[config.mk]
export PLATFORM = sky130hd
export DESIGN_NAME = rtc_host_if_flat
export DESIGN_NICKNAME = d
export VERILOG_FILES = /design/src/rtl/rtc_host_if_if.sv /design/src/rtl/rtc_host_if.sv /design/src/flat_wrapper.sv
export SDC_FILE = /design/constraint.sdc
export NUM_CORES = 1
export LEC_CHECK = 0
export ABC_CLOCK_PERIOD_IN_PS = 9100
export CORE_UTILIZATION = 55
export CTS_CLUSTER_SIZE = 25
export DETAILED_ROUTE_END_ITERATION = 10
export HOLD_SLACK_MARGIN = 0.06
export PLACE_DENSITY = 0.85
export SETUP_SLACK_MARGIN = 0.15
export SYNTH_ARGS = -nofsm -noshare
export SYNTH_HDL_FRONTEND = slang
export SYNTH_SLANG_ARGS = --single-unit
[constraint.sdc]
create_clock -name clk -period 9.1 [get_ports clk]
set_clock_uncertainty 0.1 [all_clocks]
set_input_delay 1.82 -clock clk [delete_from_list [all_inputs] [get_ports clk]]
set_output_delay 1.82 -clock clk [all_outputs]
set_load 0.02 [all_outputs]
[src/rtl/rtc_host_if_if.sv]
// rtl/rtc_host_if_if.sv - host I/O bus and time-set request bundle for rtc_host_if
interface rtc_host_if_if;
    logic [7:0]  io_addr;
    logic        io_wr;
    logic [7:0]  io_wdata;
    logic [7:0]  io_rdata;
    logic        set_req;
    logic [39:0] set_time;
    logic        busy;
    logic        done;

    modport master (
        output io_addr, io_wr, io_wdata, set_req, set_time,
        input  io_rdata, busy, done
    );

    modport slave (
        input  io_addr, io_wr, io_wdata, set_req, set_time,
        output io_rdata, busy, done
    );
endinterface

[src/rtl/rtc_host_if.sv]
// rtl/rtc_host_if.sv - Z80 port decode, RTC serial line drive and autonomous time-set sequencer
module rtc_host_if #(
    parameter logic [7:0]  PORT_CIN = 8'h10,
    parameter logic [7:0]  PORT_CTL = 8'h40,
    parameter int unsigned HOLD     = 4
) (
    input  logic         clk,
    input  logic         reset,
    rtc_host_if_if.slave bus,
    input  logic         cdata,
    output logic         cstb,
    output logic         cclk,
    output logic [3:0]   cin
);
    typedef enum logic [2:0] {S_IDLE, S_SETUP, S_CLKH, S_CMD, S_STB, S_FIN} state_t;

    localparam logic [7:0] CNT_LAST = 8'(HOLD - 1);

    state_t      state, state_n;
    logic [7:0]  cnt, cnt_n;
    logic [5:0]  idx, idx_n;
    logic [39:0] cap, cap_n;
    logic [3:0]  sh_cin, sh_cin_n;
    logic        sh_stb, sh_stb_n, sh_clk, sh_clk_n;
    logic        cstb_n, cclk_n, done_n;
    logic [3:0]  cin_n;
    logic [5:0]  bit_pos;
    logic        phase_end;

    assign phase_end = (cnt == CNT_LAST);

    always_comb begin
        sh_cin_n = sh_cin;
        sh_stb_n = sh_stb;
        sh_clk_n = sh_clk;
        if (bus.io_wr) begin
            if (bus.io_addr == PORT_CIN) sh_cin_n = bus.io_wdata[3:0];
            if (bus.io_addr == PORT_CTL) begin
                sh_stb_n = bus.io_wdata[1];
                sh_clk_n = bus.io_wdata[2];
            end
        end
    end

    always_comb begin
        state_n = state;
        cnt_n   = cnt;
        idx_n   = idx;
        cap_n   = cap;
        done_n  = 1'b0;
        case (state)
            S_IDLE: begin
                if (bus.set_req) begin
                    cap_n   = bus.set_time;
                    idx_n   = 6'd0;
                    cnt_n   = 8'd0;
                    state_n = S_SETUP;
                end
            end
            S_SETUP: begin
                cnt_n = phase_end ? 8'd0 : cnt + 8'd1;
                if (phase_end) state_n = S_CLKH;
            end
            S_CLKH: begin
                cnt_n = phase_end ? 8'd0 : cnt + 8'd1;
                if (phase_end) begin
                    if (idx == 6'd39) begin
                        state_n = S_CMD;
                    end else begin
                        idx_n   = idx + 6'd1;
                        state_n = S_SETUP;
                    end
                end
            end
            S_CMD: begin
                cnt_n = phase_end ? 8'd0 : cnt + 8'd1;
                if (phase_end) state_n = S_STB;
            end
            S_STB: begin
                cnt_n = phase_end ? 8'd0 : cnt + 8'd1;
                if (phase_end) state_n = S_FIN;
            end
            S_FIN: begin
                cnt_n = phase_end ? 8'd0 : cnt + 8'd1;
                if (phase_end) begin
                    state_n = S_IDLE;
                    done_n  = 1'b1;
                end
            end
            default: state_n = S_IDLE;
        endcase

        // The RTC expects each byte rotated left by 3, sent LSB first.
        bit_pos = {idx_n[5:3], idx_n[2:0] + 3'd5};

        cstb_n = sh_stb_n;
        cclk_n = sh_clk_n;
        cin_n  = sh_cin_n;
        case (state_n)
            S_SETUP: begin
                cstb_n = 1'b0;
                cclk_n = 1'b0;
                cin_n  = {3'b000, cap_n[bit_pos]};
            end
            S_CLKH: begin
                cstb_n = 1'b0;
                cclk_n = 1'b1;
                cin_n  = {3'b000, cap_n[bit_pos]};
            end
            S_CMD, S_FIN: begin
                cstb_n = 1'b0;
                cclk_n = 1'b0;
                cin_n  = 4'd2;
            end
            S_STB: begin
                cstb_n = 1'b1;
                cclk_n = 1'b0;
                cin_n  = 4'd2;
            end
            default: ;
        endcase
    end

    always_ff @(posedge clk) begin
        if (reset) begin
            state        <= S_IDLE;
            cnt          <= 8'd0;
            idx          <= 6'd0;
            cap          <= 40'd0;
            sh_cin       <= 4'd0;
            sh_stb       <= 1'b0;
            sh_clk       <= 1'b0;
            cstb         <= 1'b0;
            cclk         <= 1'b0;
            cin          <= 4'd0;
            bus.busy     <= 1'b0;
            bus.done     <= 1'b0;
            bus.io_rdata <= 8'h00;
        end else begin
            state        <= state_n;
            cnt          <= cnt_n;
            idx          <= idx_n;
            cap          <= cap_n;
            sh_cin       <= sh_cin_n;
            sh_stb       <= sh_stb_n;
            sh_clk       <= sh_clk_n;
            cstb         <= cstb_n;
            cclk         <= cclk_n;
            cin          <= cin_n;
            bus.busy     <= (state_n != S_IDLE);
            bus.done     <= done_n;
            bus.io_rdata <= {3'b000, cdata, 4'b0000};
        end
    end
endmodule

[src/flat_wrapper.sv]
// flat-port wrapper written by rule: the top's interface ports become plain ports
module rtc_host_if_flat 
#(
    parameter logic [7:0]  PORT_CIN = 8'h10,
    parameter logic [7:0]  PORT_CTL = 8'h40,
    parameter int unsigned HOLD     = 4
)
  (clk, reset, cdata, cstb, cclk, cin, bus_io_addr, bus_io_wr, bus_io_wdata, bus_set_req, bus_set_time, bus_io_rdata, bus_busy, bus_done);
  rtc_host_if_if bus_i ();
  input  logic clk;
  input  logic reset;
  input  logic cdata;
  output logic cstb;
  output logic cclk;
  output logic [3:0] cin;
  input wire logic [$bits(bus_i.io_addr)-1:0] bus_io_addr;
  input wire logic [$bits(bus_i.io_wr)-1:0] bus_io_wr;
  input wire logic [$bits(bus_i.io_wdata)-1:0] bus_io_wdata;
  input wire logic [$bits(bus_i.set_req)-1:0] bus_set_req;
  input wire logic [$bits(bus_i.set_time)-1:0] bus_set_time;
  output wire logic [$bits(bus_i.io_rdata)-1:0] bus_io_rdata;
  output wire logic [$bits(bus_i.busy)-1:0] bus_busy;
  output wire logic [$bits(bus_i.done)-1:0] bus_done;
  assign bus_i.io_addr = bus_io_addr;
  assign bus_i.io_wr = bus_io_wr;
  assign bus_i.io_wdata = bus_io_wdata;
  assign bus_i.set_req = bus_set_req;
  assign bus_i.set_time = bus_set_time;
  assign bus_io_rdata = bus_i.io_rdata;
  assign bus_busy = bus_i.busy;
  assign bus_done = bus_i.done;
  rtc_host_if #(.PORT_CIN(PORT_CIN), .PORT_CTL(PORT_CTL), .HOLD(HOLD)) u_core (.clk(clk), .reset(reset), .bus(bus_i), .cdata(cdata), .cstb(cstb), .cclk(cclk), .cin(cin));
endmodule
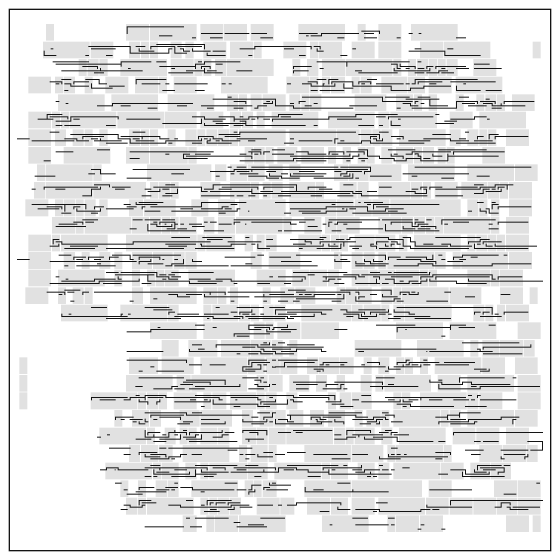
layer_met1.png
main direction: horizontal
nets with wire on the layer: 505
wire length on this layer: 3740 microns
longest straight run: 20.7 microns

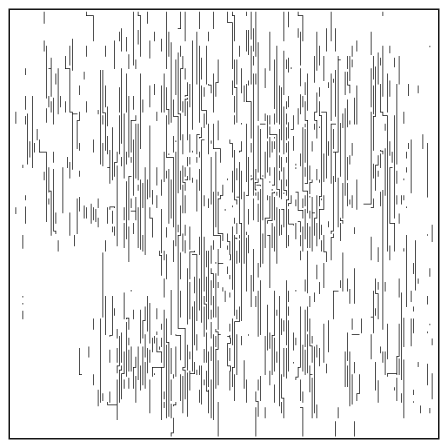
layer_met2.png
longest straight run: 35.7 microns
share of all routed wire: 47%
nets with wire on the layer: 474
wire length on this layer: 3910 microns
main direction: vertical

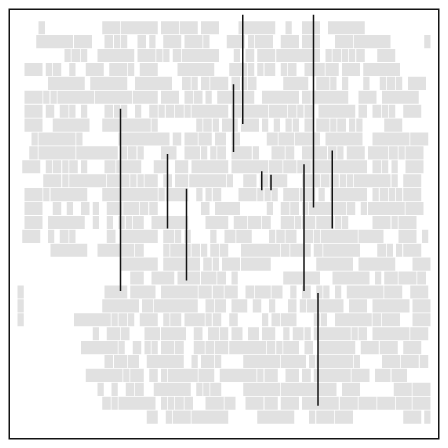
layer_met4.png
share of all routed wire: 2.5%
main direction: vertical
wire length on this layer: 206 microns

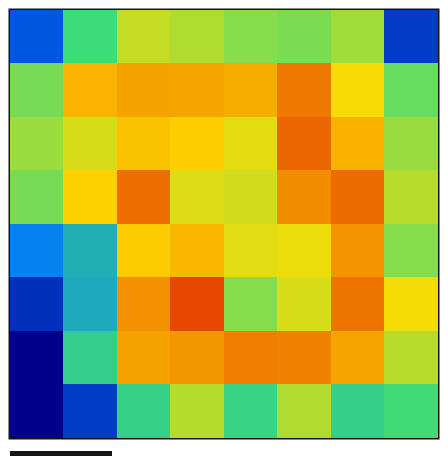
cell_density.png
Bar = 20 microns. The die is cut into 8 by 8 equal tiles; dark blue is low, red is high, 0 to 100% covered.
emptiest ninth of the die: lower left
mean over tiles: 64%
nearly empty tiles: 3.1%

==> cell usage in the layout (no fill, tap or decap), types with 5 or more instances in the layout <==
cell type	n
sky130_fd_sc_hd__conb_1	7
sky130_fd_sc_hd__clkdlybuf4s50_1	64
sky130_fd_sc_hd__nand2_1	97
sky130_fd_sc_hd__a21oi_1	59
sky130_fd_sc_hd__nand3_1	11
sky130_fd_sc_hd__and3_1	5
sky130_fd_sc_hd__o211ai_1	6
sky130_fd_sc_hd__inv_1	7
sky130_fd_sc_hd__o21ai_0	17
sky130_fd_sc_hd__clkbuf_8	10
sky130_fd_sc_hd__nor2_1	44
sky130_fd_sc_hd__mux2i_1	18
sky130_fd_sc_hd__nor3_1	9
sky130_fd_sc_hd__a211oi_1	6
sky130_fd_sc_hd__dfxtp_1	72
==> tightest hold or removal path, delay by kind of cell (launching register included) <==
kind,cells,cell delay [ns]
AOI/OAI and AO/OA,1,0.05
DFF,1,0.31
and+or+nand+nor,1,0.05
==> metrics by stage <==
stage / hold slack (ns) / cell area, sq um
6_report: 0.354 / 4550
4_1_cts: 0.353 / 4550
3_5_place_dp: 0.342 / 4300
2_1_floorplan: 0.332 / 3690
3_3_place_gp: 0.338 / 4300
5_1_grt: 0.388 / 4550
==> power groups by stage <==
stage	Sequential (mW)	Combinational, mW	Clock [mW]
after floorplan	0.341	0.0510	0
after global placement	0.342	0.0830	0
after detailed placement	0.342	0.0844	0
after CTS	0.335	0.0852	0.309
after global routing	0.336	0.0952	0.322
final	0.335	0.0852	0.304
==> cells by family (layout without fill, tap and decap cells) <==
kind of cell,after synthesis,after routing,share of synthesized area
compound gates,124,124,0.209
other cells,1,7,0.00102
simple gates,196,196,0.256
mux,22,22,0.0644
xor+xnor,4,4,0.0167
buf+inv,41,90,0.0504
fa+ha+maj,3,3,0.0102
flops,72,72,0.393
==> flow_summary.rst <==
Metrics
=======

.. list-table::
   :header-rows: 1

   * - Metric
     - Value
   * - Unrepaired setup endpoints after global routing
     - false
   * - Total of hold buffers inserted after clock tree synthesis
     - 0
   * - Hold-critical path endpoint
     - u_core.cap[15]
   * - Comb gates
     - around 360
   * - Post-route setup TNS
     - 0 ns
   * - Setup Crit Path Kind
     - input pin to flop
   * - DR vias/cell
     - 5.88
   * - Dominant cell by count in the synthesized netlist
     - sky130_fd_sc_hd__nand2_1
   * - Buffer depth of the longest clock path
     - 2
   * - Total Power
     - 725 uW
   * - Library cell appearing most often on the critical path
     - sky130_fd_sc_hd__inv_1
   * - Number of core rows
     - 29
   * - Part of the Yosys area used for sequential elements
     - 0.393
   * - Area of the multi-input gates
     - between 0.002 and 0.0025 sq mm
   * - Top area cell types
     - sky130_fd_sc_hd__dfxtp_1, sky130_fd_sc_hd__nand2_1, sky130_fd_sc_hd__a21oi_1
   * - Buffer and inverter count on the worst path
     - 4
   * - Largest registers
     - u_core.cap (40), u_core.cnt (8), u_core.idx (6)
   * - Hold Fails Final Rpt
     - 0
   * - Cell internal power dissipation
     - 557 uW
   * - Global-route track usage on met2
     - 0.392
   * - Die ar.
     - ~0.0070 sq mm
   * - Post-synth tally of flip-flops with integrated enable
     - 0
   * - Number of flip-flops and latches
     - 72
   * - Relative contribution of sequential cells to total power
     - 0.462
   * - Routed length per placed instance
     - 14.1 microns
   * - Measured slew at the worst slew-check pin
     - 0.711 ns
   * - End point of the critical path
     - u_core.cin[0]
   * - Final Net Count
     - 578
   * - Largest net degree at the start of global routing
     - 73
   * - CTS clk-pin slew, worst paths
     - about 0.07 ns
   * - Synth unique cells
     - around 62
   * - Proportion of synthesized flip-flops having asynchronous set or reset
     - 0
   * - Non-filler instance count after layout
     - 595
   * - Sinks on the clock net
     - 72
   * - Vias in the first global route
     - about 3100
   * - Path category of the worst min-delay check
     - flop to flop
   * - Met2 wirelength from detailed routing
     - between 3000 and 4000 microns
   * - Synth warnings
     - 0
   * - Busiest metal layer after global routing
     - met2
   * - Number of top-level design ports
     - 77
   * - Final period util
     - 0.583
   * - P_sw
     - 167 uW
   * - Launching element of the worst setup path
     - bus_set_req
   * - Global route overflow
     - 0
   * - Clock buf count
     - 10
   * - Drt total wl
     - approximately 8400 microns
   * - Register-to-register setup slack
     - 4.91 ns
   * - Hold path startpoint
     - u_core.cap[15]
   * - Final HPWL DP
     - 5560 microns
   * - Critical-path cell list
     - clkdlybuf4s50_1 -> nand2_2 -> buf_4 -> o211ai_1 -> a21boi_0 -> inv_1 -> ha_1 -> inv_1 -> o21ai_0 -> a31oi_1 -> or4_1 -> a21oi_1 -> a31o_1 -> o21a_1 -> o21ai_1
   * - Largest register by flop count
     - u_core.cap
   * - Post-CTS Repair Setup Buffers
     - 0
   * - Critical path's largest stage delay
     - 0.57 ns
   * - Total global routing track utilization
     - 0.242
   * - Insertion Delay late pin
     - 0.34 ns
   * - Share of cell area taken by multi-input logic gates
     - 0.456
   * - Worst slew margin relative to its limit
     - 0.526
   * - FILL cells
     - roughly 520
   * - Setup-violating endpoint count in the final report
     - 0
   * - Slowest library cell on the worst path
     - sky130_fd_sc_hd__ha_1
   * - Warning total across the stage logs
     - 30
   * - Yosys Instances
     - approximately 460
   * - Clock network area share
     - 0.0534
   * - CP arrival
     - 5.45 ns
   * - Clock tree from TritonCTS
     - built
   * - Max Slew Vio Count
     - 0
   * - Vias after detailed routing
     - 3500
   * - Invs w/o clock
     - 7
   * - Area occupied by registers
     - 0.00144 sq mm
   * - Synthesized netlist cell count
     - 463
   * - Global-route wire length before repair
     - 13800 microns
   * - Die X-Extent
     - between 80 and 90 microns
   * - Final WS setup
     - 3.80 ns
   * - Fraction of power consumed by combinational cells
     - 0.118
   * - Global-route track usage on met3
     - 0.0534
   * - Status
     - finished, final reports clean
   * - Number of cells on the worst hold path
     - 2
   * - Synth area leader
     - sky130_fd_sc_hd__dfxtp_1
No activity file was given, so power comes from the tool's default toggle rates.
